==> config.mk <==
export PLATFORM = sky130hd
export DESIGN_NAME = npc_ras
export DESIGN_NICKNAME = d
export VERILOG_FILES = /design/src/rtl/npc_ras_pkg.sv /design/src/rtl/npc_ras_stack.sv /design/src/rtl/npc_ras.sv
export SDC_FILE = /design/constraint.sdc
export NUM_CORES = 1
export LEC_CHECK = 0
export ABC_AREA = 0
export ABC_CLOCK_PERIOD_IN_PS = 16800
export CORE_MARGIN = 5
export CORE_UTILIZATION = 45
export CTS_CLUSTER_DIAMETER = 200
export DETAILED_ROUTE_END_ITERATION = 8
export PLACE_DENSITY = 0.79
export SLEW_MARGIN = 20
export SYNTH_ARGS = -nofsm -noshare
export SYNTH_HDL_FRONTEND = slang
export SYNTH_SLANG_ARGS = --single-unit
==> constraint.sdc <==
create_clock -name clk -period 16.8 [get_ports clk]
set_input_delay 5.04 -clock clk [delete_from_list [all_inputs] [get_ports clk]]
set_output_delay 5.04 -clock clk [all_outputs]
set_load 0.01 [all_outputs]
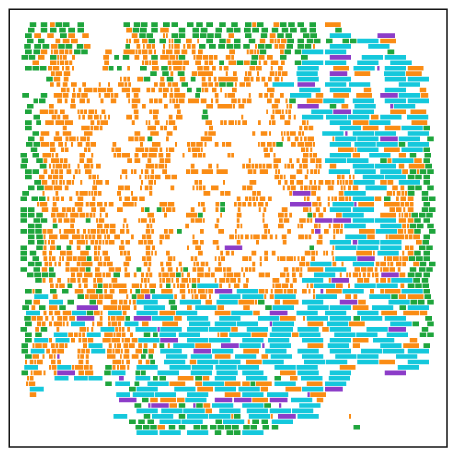
Figure 1: placement by cell class.
(2 px per um)
[purple] clock drivers and dummy loads | cells: 52 | share of their area: 4.1%
[orange] all other logic | cells: 1478 | share of their area: 46%
[green] other buffers and delay cells | cells: 389 | share of their area: 16%
[cyan] flops | cells: 283 | share of their area: 34%
Seq area share: 33.37%
Finished Cell Area: 24680 sq um
Core ar.: 42980 sq um
Rows: 76

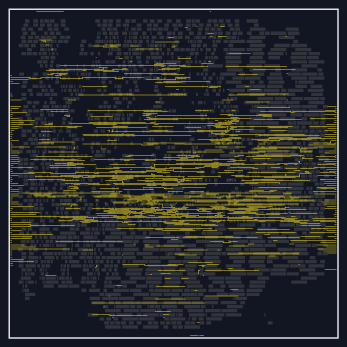
Figure 2: metal 3.
(1.5 px per um) Cells faint in the background.
main direction: horizontal
share of all routed wire: 12%
wire length on this layer: 9290 um
nets with wire on the layer: 496
Vias: 18290
drt total wl: 78260 um

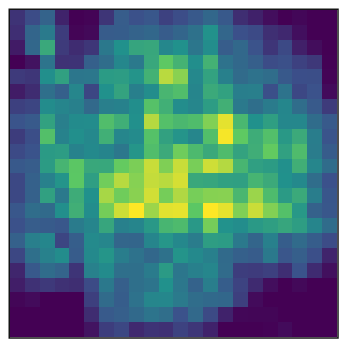
Figure 3: routed metal per tile.
(1.5 px per um) The die is cut into 22 by 22 equal tiles; dark purple is low, yellow is high, scaled to the fullest tile. Values are wire area over tile area, all layers added.
mean over tiles: 0.28
densest ninth of the die: middle
nearly empty tiles: 10%
tiles over half the peak: 30%
fullest tile: 0.72
gr usage total: 31.53%
DR WL/cell: 28.05 um

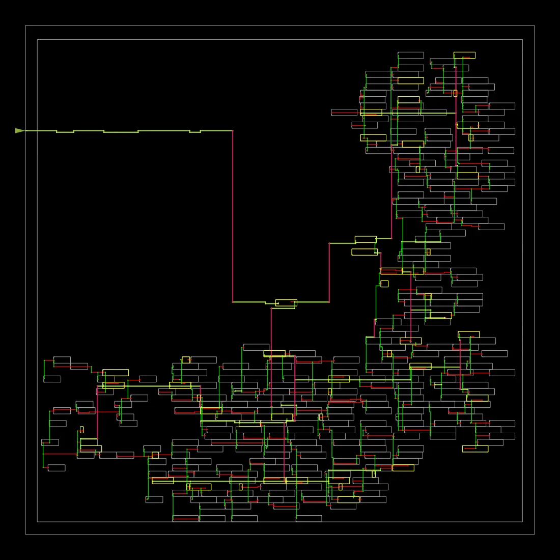
Figure 4: clock routing.
num sequential: 283
CTS Buf Count: 30
final-layout clock buffer total: 38

==> qor.yml <==
status: "finished, final reports clean"
sh_comb_area_pct: 43.58
numPortBuffers: 338
inv_count: 53
post-route-period-util_pct: 93.92
p_leak_uw: 0.008382
ys_sh_xor_pct: 5.706
synthArstFlopShare_pct: 0
cp_max_fo: 19
dp_cells: 2735
warnings: 31
synth_nets: 2102
crit_top_cell: "clkdlybuf4s50_1"
aoi_share_pct: 15.84
cp_data_required_time_ps: 11760
clk_path_buf_depth: 3
critPathLaunchType: "input pin"
dr_wl_met3_um: 9288
utilization_pct: 57.41
cts_tree: "done"
met1_usage_pct: 43.96
worst-path-buf-inv: 4
cap_violations: 0
synth.area.mux_share_pct: 11.43
crit_path_cell_trace: "clkdlybuf4s50_1 > inv_1 > ha_1 > or4b_2 > xnor2_1 > or3_1 > a2111oi_0 > nand4_1 > o21ai_4 > nand3_2 > buf_4 > o211ai_1 > clkdlybuf4s50_1"
finalHoldViolations: 0
common_cells: "256 x edfxtp_1, 142 x nand2_1, 128 x nor2_1, 105 x a21oi_1, 73 x xnor2_1"
flop_area_sq_um: 8234
power_leader: "sequential cells"
yosysCellCount: 1852
synth_area_per_cell_sq_um: 10.53
via_per_inst: 6.555
power.density_nw_per_um2: 76.78
clkTransAtPathRegs_ps: 60
final_common_cell: "clkdlybuf4s50_1"
ios: 341
p_clk_share_pct: 34.9
ys_area_sq_um: 19490
grt-busiest-layer: "met2"
pg_seq_uw: 772
wirelength_met1_um: 31090
taps: 585
cp_slowest_cell: "or4b_2"
drive_gt1_share_pct: 11.26
use_met2_pct: 48.51
path_delay_family: "simple AND/OR/NAND/NOR gates"
worst_pin_slew_ps: 1144
max_freq_mhz: 63.38
clkCellAreaFrac_pct: 3.990
fp_util_pct: 45.36
die_x_um: 218.1
clock.latency.late_pin_ps: 600
synth_flops: 283
